## config.mk

```make
export PLATFORM = sky130hd
export DESIGN_NAME = pc_fetch
export DESIGN_NICKNAME = d
export VERILOG_FILES = /design/src/rtl/pc_fetch.sv
export SDC_FILE = /design/constraint.sdc
export NUM_CORES = 1
export LEC_CHECK = 0
export ABC_AREA = 1
export CAP_MARGIN = 10
export CORE_ASPECT_RATIO = 0.75
export CORE_MARGIN = 5
export CORE_UTILIZATION = 53
export DETAILED_ROUTE_END_ITERATION = 12
export HOLD_SLACK_MARGIN = 0.15
export PLACE_DENSITY = 0.9
export SETUP_SLACK_MARGIN = 0.02
export SLEW_MARGIN = 20
export SYNTH_ARGS = -nofsm -noshare
export SYNTH_HDL_FRONTEND = slang
export SYNTH_SLANG_ARGS = --single-unit
```

## constraint.sdc

```tcl
create_clock -name clk -period 2.8 [get_ports clk]
set_input_delay 0.56 -clock clk [delete_from_list [all_inputs] [get_ports clk]]
set_output_delay 0.56 -clock clk [all_outputs]
set_load 0.05 [all_outputs]
```

## src/rtl/pc_fetch.sv

```systemverilog
// Program counter and fetch stage with call/return stack; RAS_WRAP_EN makes the stack circular on overflow.
// Latency: instruction at address A reaches ir one clk edge after pc=A; address is the pc register.
// Backpressure: stall freezes pc, ir and stack; controls are honoured only on a valid, unstalled ir.
module pc_fetch #(
    parameter int p_size   = 6,
    parameter int i_size   = 24,
    parameter int rs_depth = 4
) (
    input  logic              clk,
    input  logic              reset,
    output logic [p_size-1:0] address,
    input  logic [i_size-1:0] instr_in,
    output logic [i_size-1:0] ir,
    output logic [p_size-1:0] ir_pc,
    output logic              ir_valid,
    input  logic              stall,
    input  logic              jump,
    input  logic              call,
    input  logic              ret,
    input  logic [p_size-1:0] jump_addr,
    output logic              rs_empty,
    output logic              rs_full,
    output logic              err
);
    localparam int cnt_w = $clog2(rs_depth + 1);
    localparam int ptr_w = $clog2(rs_depth);
    localparam logic [cnt_w-1:0] cnt_max  = cnt_w'(rs_depth);
    localparam logic [ptr_w-1:0] ptr_last = ptr_w'(rs_depth - 1);
`ifdef RAS_WRAP_EN
    localparam bit wrap_en = 1'b1;
`else
    localparam bit wrap_en = 1'b0;
`endif

    logic [p_size-1:0] pc;
    logic [p_size-1:0] ras [rs_depth];
    logic [ptr_w-1:0]  sp;
    logic [ptr_w-1:0]  sp_inc;
    logic [ptr_w-1:0]  sp_dec;
    logic [cnt_w-1:0]  count;
    logic [p_size-1:0] ret_addr;
    logic              ctl_ok;
    logic              take_ret;
    logic              take_call;
    logic              take_jump;
    logic              push_en;

    assign address   = pc;
    assign rs_empty  = (count == '0);
    assign rs_full   = (count == cnt_max);
    assign ret_addr  = ir_pc + 1'b1;

    // sp is the next free slot; in the circular build it also marks the oldest entry when full
    assign sp_inc    = (sp == ptr_last) ? '0 : sp + 1'b1;
    assign sp_dec    = (sp == '0) ? ptr_last : sp - 1'b1;

    assign ctl_ok    = ir_valid & ~stall;
    assign take_ret  = ctl_ok & ret;
    assign take_call = ctl_ok & call & ~ret;
    assign take_jump = ctl_ok & jump & ~ret & ~call;
    assign push_en   = take_call & (~rs_full | wrap_en);

    always_ff @(posedge clk) begin
        if (push_en) begin
            ras[sp] <= ret_addr;
        end
    end

    always_ff @(posedge clk or posedge reset) begin
        if (reset) begin
            pc       <= '0;
            ir       <= '0;
            ir_pc    <= '0;
            ir_valid <= 1'b0;
            sp       <= '0;
            count    <= '0;
            err      <= 1'b0;
        end else if (!stall) begin
            ir       <= instr_in;
            ir_pc    <= pc;
            ir_valid <= 1'b1;
            if (take_ret) begin
                ir_valid <= 1'b0;
                if (rs_empty) begin
                    pc  <= '0;
                    err <= 1'b1;
                end else begin
                    pc    <= ras[sp_dec];
                    sp    <= sp_dec;
                    count <= count - 1'b1;
                end
            end else if (take_call) begin
                ir_valid <= 1'b0;
                pc       <= jump_addr;
                if (!rs_full) begin
                    sp    <= sp_inc;
                    count <= count + 1'b1;
                end else if (wrap_en) begin
                    sp <= sp_inc;
                end else begin
                    err <= 1'b1;
                end
            end else if (take_jump) begin
                ir_valid <= 1'b0;
                pc       <= jump_addr;
            end else begin
                pc <= pc + 1'b1;
            end
        end
    end
endmodule

```

Selected gate families:
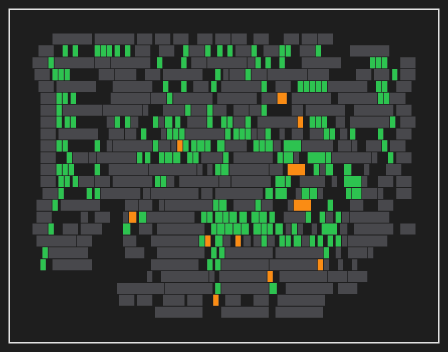
legend:
  NAND gates:
    color: green
    cells: 184
    most_used: nand2_1
  NOR gates:
    color: orange
    cells: 11
    most_used: nor2_1

Signal wires by layer:
The bar under the picture is 20 um long. Two of the layers only.
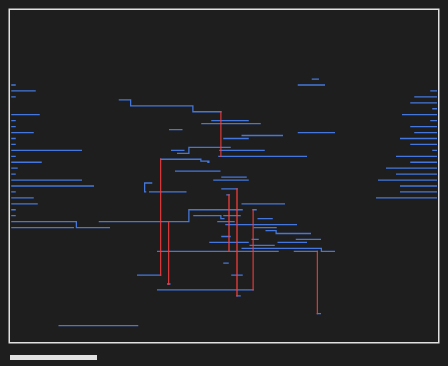
legend:
  metal 3:
    color: blue
    wire_length: 664 um
  metal 4:
    color: red
    wire_length: 121 um
overall routing resource usage: 21.7%
Routed WL: 7520 um
Avg WL per Cell: 14.9 um
Vias: 2,568

==> flow_summary.toml <==
# implementation run metrics
[layout]
final_cells = 503
syn2layout_area_growth_pct = 32.5
drive_gt1_share_pct = 7.76
fin_nets = 464

[clocking]
cts_made_buffers = 9
ctsRootBufferMaster = "clkbuf_8"
ctsLongestPathBuffers = 2
hold_buffers = 0
postCtsSetupBuffers = 0
post_cts_resized = 0
h-tree-depth = 3

[setup_path]
timing.rr.end = "address[5]$_DFFE_PP0N_"
r2r_cells = 11
worst_ep_arrival_time_ps = 1900
crit_top_cell = "inv_1"

[floorplan]
die_h_um = 76.0
ioPinCount = 76
die_w_um = 98.0
row_count = 24

[global_route]
grt_pass1_wl_um = 12800
grt_max_degree = 34
grt_pass1_vias = 2663

[job]
tool_warnings = 29

[place]
dp_slack_ps = 357
gp_congestion = 0.991
portBuffers = 75

[sta]
setup_tns_ps = 0
slew_viol_final = 0
fin_crit_ps = 2460
setup_viol_count_final = 0
relSlewSlack_pct = 62.5
worst_slack_ps = 342
period_used_pct = 87.8

[worst_hold_path]
whs_path_depth = 1
min_from = "err$_DFFE_PP0P_"
hold_end = "err$_DFFE_PP0P_"
worst_hold_path_type = "register to register"

[logic_synthesis]
avgSynthCellArea_um2 = 9.08
synth_area_leader_cell = "dfrtp_1"
ys_chip_area_um2 = 3080
syn_inst = 339
yosysTopAreaCellShare_pct = 35.0
synth_flops = 67
yosys_warnings = 0
synth_stat.cells = 339

[drt]
viasPerCell = 5.11
drtAntennaViolNets = 0
detail_route.first_pass.iterations = 5

[status]
status = "completed"
Sequential cells grouped by signal name:
The bar under the picture is 20 um long. Other sequential cells in the stronger gray, the rest of the logic in the fainter gray.
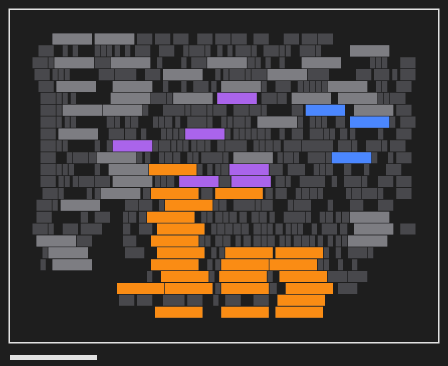
legend:
  ras:
    color: orange
    sequential_cells: 24
    where: bottom middle
  count:
    color: blue
    sequential_cells: 3
  address:
    color: purple
    sequential_cells: 6
    where: middle
not colored: 34

-- per-layer routing --
metal	routed length, um	global-route usage, %	up-vias
met3	663	7.96	14
met2	3510	33.7	131
met5	0	0	-
li1	-	-	1232
met1	3220	28.3	1191
met4	121	7.33	0
-- flip-flops by register name, summed over array words and instances, names as in the netlist --
register	count
err	1
ir	24
ir_pc	6
ir_valid	1
count	3
sp	2
ras	24
address	6
-- through the flow --
step,hold slack (ps),instance area (um^2)
6_report,483,4080
5_1_grt,502,4080
4_1_cts,487,4080
3_5_place_dp,466,3930
3_3_place_gp,457,3920
2_1_floorplan,453,3080
-- worst max-delay path by stage --
stage                    startpoint  slack, ps              endpoint
2_1_floorplan  ir_valid$_DFFE_PP0N_       1050  count[2]$_DFFE_PP0P_
3_3_place_gp                  stall        490   ras[1][4]$_DFFE_PP_
3_5_place_dp                  stall        360   ras[0][4]$_DFFE_PP_
4_1_cts        count[0]$_DFFE_PP0P_        320              rs_empty
5_1_grt        count[0]$_DFFE_PP0P_        180              rs_empty
6_report       count[0]$_DFFE_PP0P_        340              rs_empty
-- area by class of cell --
cell class	instances	area (um^2)
clock inverters	3	17.5
inverters	33	128
well taps	78	97.6
flip-flops and latches	67	1800
repair buffers	80	788
clock buffers	12	135
multi-input cells	230	1110
fillers	422	1660
-- power breakdown --
| group | switching (mW) | internal [mW] |
|---|---|---|
| combinational | 1.08 | 0.524 |
| clock | 0.339 | 0.314 |
| sequential | 0.169 | 1.23 |
-- cells in the final DEF, fill, tap and decap left out --
cell type,instances
edfxtp_1,24
a31o_2,1
clkdlybuf4s50_1,75
xnor2_1,1
o21ai_0,11
nand2_2,3
clkinv_2,3
nand3_2,1
o211ai_1,3
clkbuf_8,9
inv_1,29
nand3_1,29
clkbuf_1,3
xor2_1,7
clkinvlp_4,1
inv_2,2
inv_4,1
fa_1,1
dfrtp_1,43
a21oi_1,2
nor2_1,7
nand3b_1,1
buf_4,5
nand2_4,3
nor2_2,1
ha_1,6
nand2_1,147
a21oi_4,1
o21ai_1,2
nor2_4,2
nor3_1,1
-- cell families (layout without fill, tap and decap cells) --
| kind of cell | Yosys count | count (layout) | synth area share [%] |
|---|---|---|---|
| AOI/OAI and AO/OA | 20 | 20 | 3.98 |
| xor gates and xnor gates | 8 | 8 | 2.28 |
| adders and majority gates | 7 | 7 | 3.09 |
| DFF | 67 | 67 | 58.4 |
| and+or+nand+nor | 195 | 195 | 26.9 |
| buffers and inverters | 42 | 128 | 5.41 |
-- worst max-delay path: cells and delay by family, from the launching register on --
kind	cells	cell delay, ps
buffers and inverters	3	1030
DFF	1	360
and+or+nand+nor	1	160
-- cell usage after synthesis --
cell,instances
a21oi_1,2
a21oi_4,1
a31o_2,1
buf_2,5
clkbuf_1,4
dfrtp_1,43
edfxtp_1,24
fa_1,1
ha_1,6
inv_1,30
inv_2,2
inv_4,1
nand2_1,147
nand2_2,3
nand2_4,3
nand3_1,29
nand3_2,1
nand3b_1,1
nor2_1,7
nor2_2,1
nor2_4,2
nor3_1,1
o211ai_1,3
o21ai_0,11
o21ai_1,2
xnor2_1,1
xor2_1,7
Power figures rest on the tool's default switching activity, not on a simulated workload.
